**Run 1: placed cells, one color a class**

Scale bar: 20 µm. Fill, decap, tap and diode cells in gray.
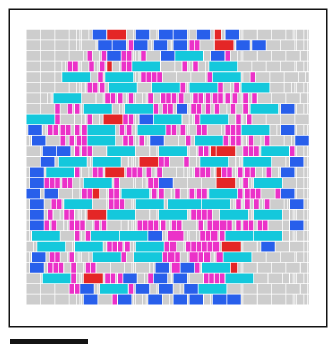
**Run 1: gate-type map**

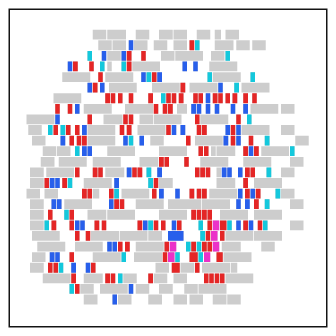
**Run 1: cell sizes after repair**

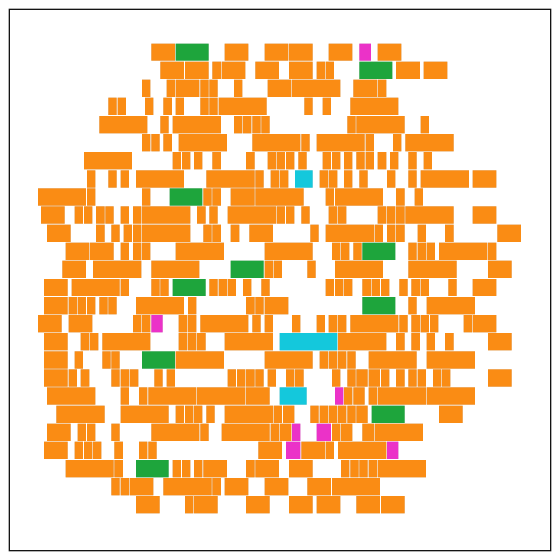
**Run 1: metal 2**

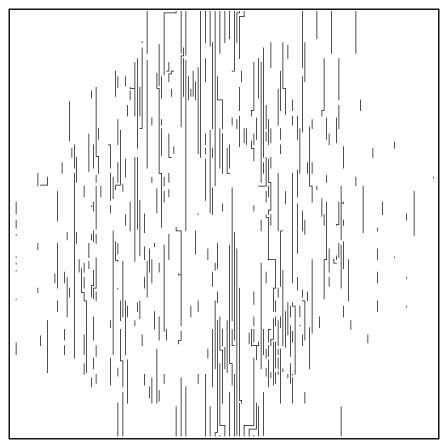
### config.mk
export PLATFORM = sky130hd
export DESIGN_NAME = demux_lanes_param
export DESIGN_NICKNAME = d
export VERILOG_FILES = /design/src/rtl/demux_lanes_param.sv
export SDC_FILE = /design/constraint.sdc
export NUM_CORES = 1
export LEC_CHECK = 0
export ABC_AREA = 1
export CORE_MARGIN = 4
export CORE_UTILIZATION = 40
export CTS_CLUSTER_DIAMETER = 50
export DETAILED_ROUTE_END_ITERATION = 8
export PLACE_DENSITY = 0.69
export SETUP_SLACK_MARGIN = 0.5
export SLEW_MARGIN = 25
export SYNTH_ARGS = -nofsm -noshare
export SYNTH_HDL_FRONTEND = slang
export SYNTH_SLANG_ARGS = --single-unit
### constraint.sdc
create_clock -name clk_2f -period 2.3 [get_ports clk_2f]
set_input_delay 0.46 -clock clk_2f [delete_from_list [all_inputs] [get_ports clk_2f]]
set_output_delay 0.46 -clock clk_2f [all_outputs]
set_load 0.005 [all_outputs]
### src/rtl/demux_lanes_param.sv
`default_nettype none
// ============================================================================
//  Module      : demux_lanes_param
//  Description : Parametrised single-clock lane demultiplexer. Gathers FANOUT
//                consecutive words from each of IN_LANES input lanes and
//                presents them in parallel once per frame, together with a
//                one-cycle frame strobe and a per-lane partial-frame flag.
//  Revision    : 1.0 - initial release
// ============================================================================
module demux_lanes_param #(
    parameter int W        = 8,
    parameter int IN_LANES = 2,
    parameter int FANOUT   = 2,
    parameter int HOLD_INV = 1
) (
    input  logic                            clk_2f,
    input  logic                            reset,
    input  logic [IN_LANES*W-1:0]           data_in,
    input  logic [IN_LANES-1:0]             valid_in,
    output logic [IN_LANES*FANOUT*W-1:0]    data_out,
    output logic [IN_LANES*FANOUT-1:0]      valid_out,
    output logic                            frame_stb,
    output logic [$clog2(FANOUT)-1:0]       phase,
    output logic [IN_LANES-1:0]             part_err
);

    localparam int                    c_phase_w   = $clog2(FANOUT);
    localparam logic [c_phase_w-1:0]  c_last_slot = c_phase_w'(FANOUT - 1);

    // Slot counter: free-running, wraps naturally because FANOUT is a power of 2.
    logic [c_phase_w-1:0]                      phase_q, phase_d;

    // Shadow storage for every slot except the last; the last slot is taken
    // straight from the inputs on the commit edge.
    logic [IN_LANES-1:0][FANOUT-2:0][W-1:0]    shadow_q, shadow_d;
    logic [IN_LANES-1:0][FANOUT-2:0]           shv_q, shv_d;

    logic [IN_LANES*FANOUT*W-1:0]              data_out_q, data_out_d;
    logic [IN_LANES*FANOUT-1:0]                valid_out_q, valid_out_d;
    logic                                      frame_stb_q, frame_stb_d;
    logic [IN_LANES-1:0]                       part_err_q, part_err_d;

    // Complete frame as seen on the commit edge: stored slots plus the live last slot.
    logic [IN_LANES-1:0][FANOUT-1:0][W-1:0]    w_slot_data;
    logic [IN_LANES-1:0][FANOUT-1:0]           w_slot_valid;

    for (genvar j = 0; j < IN_LANES; j++) begin : g_lane
        for (genvar k = 0; k < FANOUT; k++) begin : g_slot
            if (k < FANOUT - 1) begin : g_stored
                assign w_slot_data[j][k]  = shadow_q[j][k];
                assign w_slot_valid[j][k] = shv_q[j][k];
            end else begin : g_live
                assign w_slot_data[j][k]  = data_in[j*W +: W];
                assign w_slot_valid[j][k] = valid_in[j];
            end
        end
    end

    // Next-state: capture into the current slot, or commit the whole frame on the last slot.
    always_comb begin
        phase_d     = phase_q + 1'b1;
        shadow_d    = shadow_q;
        shv_d       = shv_q;
        data_out_d  = data_out_q;
        valid_out_d = valid_out_q;
        frame_stb_d = 1'b0;
        part_err_d  = '0;

        if (phase_q == c_last_slot) begin
            frame_stb_d = 1'b1;
            for (int j = 0; j < IN_LANES; j++) begin
                for (int k = 0; k < FANOUT; k++) begin
                    valid_out_d[j*FANOUT + k] = w_slot_valid[j][k];
                    if (w_slot_valid[j][k]) begin
                        data_out_d[(j*FANOUT + k)*W +: W] = w_slot_data[j][k];
                    end else if (HOLD_INV == 0) begin
                        data_out_d[(j*FANOUT + k)*W +: W] = '0;
                    end
                end
                // Mixed frame: at least one valid and at least one invalid slot.
                part_err_d[j] = (|w_slot_valid[j]) && !(&w_slot_valid[j]);
            end
        end else begin
            for (int j = 0; j < IN_LANES; j++) begin
                for (int k = 0; k < FANOUT - 1; k++) begin
                    if (phase_q == c_phase_w'(k)) begin
                        shadow_d[j][k] = data_in[j*W +: W];
                        shv_d[j][k]    = valid_in[j];
                    end
                end
            end
        end
    end

    // State registers; reset drops any partial frame and restarts at slot 0.
    always_ff @(posedge clk_2f) begin
        if (reset) begin
            phase_q     <= '0;
            shadow_q    <= '0;
            shv_q       <= '0;
            data_out_q  <= '0;
            valid_out_q <= '0;
            frame_stb_q <= 1'b0;
            part_err_q  <= '0;
        end else begin
            phase_q     <= phase_d;
            shadow_q    <= shadow_d;
            shv_q       <= shv_d;
            data_out_q  <= data_out_d;
            valid_out_q <= valid_out_d;
            frame_stb_q <= frame_stb_d;
            part_err_q  <= part_err_d;
        end
    end

    assign data_out  = data_out_q;
    assign valid_out = valid_out_q;
    assign frame_stb = frame_stb_q;
    assign phase     = phase_q;
    assign part_err  = part_err_q;

endmodule
`default_nettype wire
==> out/qor.txt, run 1 <==
Tot GR Track Use -> 0.156
Syn Nets -> 328
1st-iter DRT viols -> 69
Final Wtd Congestion -> 0.785
WP data required -> 1.84 ns
Clk power -> 0.783 mW
Power per Cell Area -> 724 mW/mm²
Largest register FFs -> 32
Bufs and invs on worst path -> 1
Vias in the first global route -> 1722
Synth Seq Share -> 0.543
IO Pins -> 60
Met2 Wirelength -> 2110 µm
PostCTS Resize Cnt -> 2
Diodes inserted -> 0
EDFF count, synth -> 0
Die X-Extent -> 81.1 µm
Worst Tran Pin Value -> 0.537 ns
Max_cap viols -> 0
Clk buf depth -> 2
Init Core Util -> 0.416
Switch Pwr -> 0.517 mW
Internal -> 1.61 mW
Insertion delay at the late pin of the worst-skew pair -> 0.33 ns
CP Class -> flop to output port
Top pwr grp -> sequential cells
Min-Delay Path Class -> flop to flop
Final Total Pwr -> 2.13 mW
Worst setup EP type -> output port
Post-CTS Hold Fix Bufs -> 0
Largest net degree at the start of global routing -> 22
Sinks on Clock Net -> 58
Mapped Cells -> 308
Postcts setup bufs -> 0
Initial antenna violation count -> 0
R2R cell count -> 4
Outcome -> finished clean
GRT busiest layer -> met2
Largest cell class -> flip-flops and latches
R2R setup slack -> 1.15 ns
## Picture notes: 'placed cells, one color a class'
class	color	cells
flops	cyan	58
other buffers and delay cells	blue	60
combinational and other logic	magenta	240
clock drivers and dummy loads	red	16

## Picture notes: 'gate-type map'
family	color	cells	most used
NAND gates	red	130	nand2_1
inverters	cyan	39	inv_1
inverting AOI/OAI gates	magenta	6	a21oi_1
NOR gates	blue	65	nor2_1

## Picture notes: 'cell sizes after repair'
size	color	cells
_2 cells	magenta	7
_0 and _1 cells	orange	354
_3 and _4 cells	cyan	3
_6 and larger	green	10
final non-filler cell area: 0.00294 mm²
Worst Setup Slack, final: 0.573 ns
area grow syn2layout: 37.3%
Buffers, non-clock: 60

## Picture notes: 'metal 2'
longest straight run	35.4 µm
wire length on this layer	2110 µm
main direction	vertical
vias: 1844
routed wire length: 4630 µm
GRT met2 Usage: 0.237

**Run 1: the clock network**

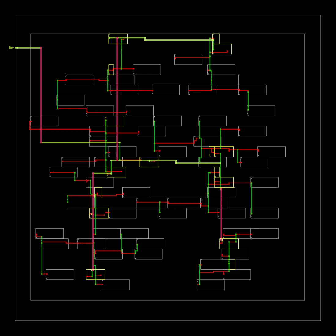

==> run 2, diff against run 1 <==
Clock period 2.3 ns to 1.62 ns, I/O delays scaled along.
**Run 2: the clock network**

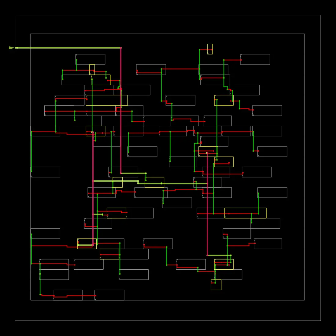
insertion delay at the late pin of the worst-skew pair: 0.33 ns
TritonCTS Buffers: 9

**Run 2: placed cells, one color a class**

Scale bar: 20 µm. Fill, decap, tap and diode cells in gray.
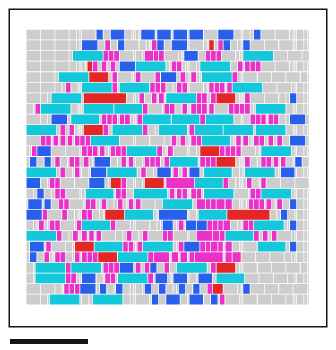
core outline area: 0.00514 mm²
# rows: 26

==> run 2 against run 1 <==
Final area is 2.8% higher; via count grew 5.2%; wire length increased by 11%; worst setup slack worse by 0.067 ns; combinational power increased by 47%; die size unchanged; count of clock-buffer cells in the layout is 1 lower; clock power increased by 89%; core utilization increased by 1.6 points; register-to-register slack lost 0.64 ns; critical path depth grew 5; largest cell class unchanged; largest power group unchanged.
==> out/qor.txt, run 2 <==
Diodes inserted -> 0 (unchanged)
Vias -> 1939 (+5.2%)
R2R cell count -> 6 (+2)
Internal -> 2.60 mW (+62%)
GRT busiest layer -> met2
PostCTS Resize Cnt -> 204 (+202)
Syn Nets -> 328 (unchanged)
Init Core Util -> 0.416 (unchanged)
Largest register FFs -> 32 (unchanged)
EDFF count, synth -> 0 (unchanged)
Tot GR Track Use -> 0.175 (+0.0194)
Routed wire length -> 5150 µm (+11%)
WP data required -> 1.89 ns (+0.05 ns)
Min-Delay Path Class -> input port to flop
Outcome -> finished clean
Vias in the first global route -> 1837 (+6.7%)
Met2 Wirelength -> 2530 µm (+20%)
Worst Setup Slack, final -> 0.505 ns (-0.0674 ns)
Clk buf depth -> 2 (unchanged)
Largest cell class -> flip-flops and latches
Synth Seq Share -> 0.543 (unchanged)
Mapped Cells -> 308 (unchanged)
**Run 2: metal 2**

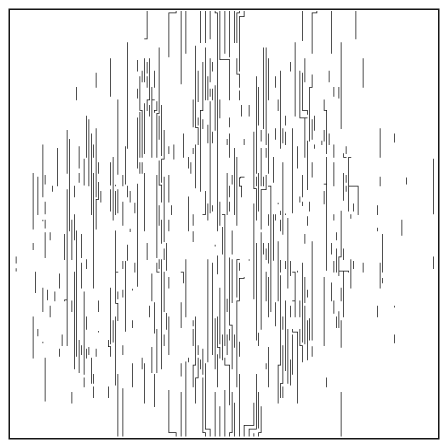

==> run 3, diff against run 2 <==
Settings changed: PLACE_DENSITY 0.69 to 0.71.
Clock period 1.62 ns to 0.9 ns, I/O delays scaled along.
**Run 3: metal 2**

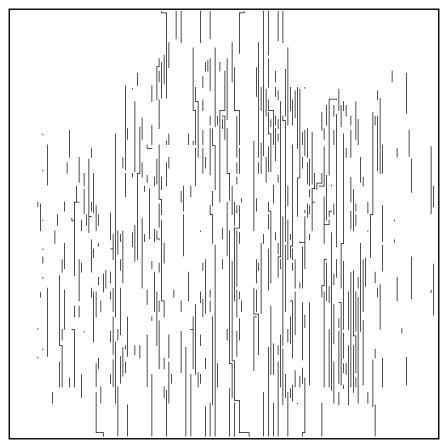
vias: 2034
GRT met2 Usage: 0.314

**Run 3: the clock network**

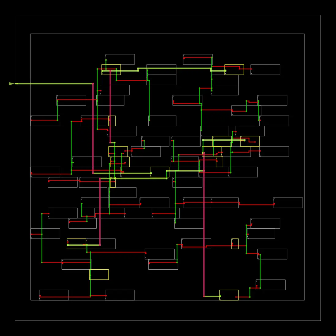
Clock Buffer Count: 12
Clk power: 2.13 mW

==> run 3 against run 2 <==
The flow now finishes with violations (negative setup slack); global-route usage grew 0.92 points; synthesized cell count is the same; sequential share of layout area shrank 3.5 points; area after synthesis is the same; non-clock buffer count grew 11; critical path type unchanged; cell count grew 2.9%.
==> out/qor.txt, run 3 <==
Failing checks -> negative setup slack
# rows -> 26 (unchanged)
EDFF count, synth -> 0 (unchanged)
PostCTS Resize Cnt -> 204 (unchanged)
Clk buf depth -> 2 (unchanged)
Internal -> 4.26 mW (+64%)
Syn Nets -> 328 (unchanged)
Routed wire length -> 5530 µm (+7.3%)
Final-report setup violation count -> 98
Share of layout cells above drive strength 1 -> 0.403
Outcome -> complete, but fails checks
Vias in the first global route -> 1968 (+7.1%)
Init Core Util -> 0.416 (unchanged)
Mapped Cells -> 308 (unchanged)
Core outline area -> 0.00514 mm² (unchanged)
Worst Setup Slack, final -> -0.159 ns (-0.665 ns)
R2R cell count -> 5 (-1)
Diodes inserted -> 0 (unchanged)
Insertion delay at the late pin of the worst-skew pair -> 0.34 ns (about the same)
Min-Delay Path Class -> input port to flop
Bufs and invs on worst path -> 3
Synth Seq Share -> 0.543 (unchanged)
Most frequent logic cell in the layout -> nand2_1
TritonCTS Buffers -> 9 (unchanged)
Power figures rest on the tool's default switching activity, not on a simulated workload.
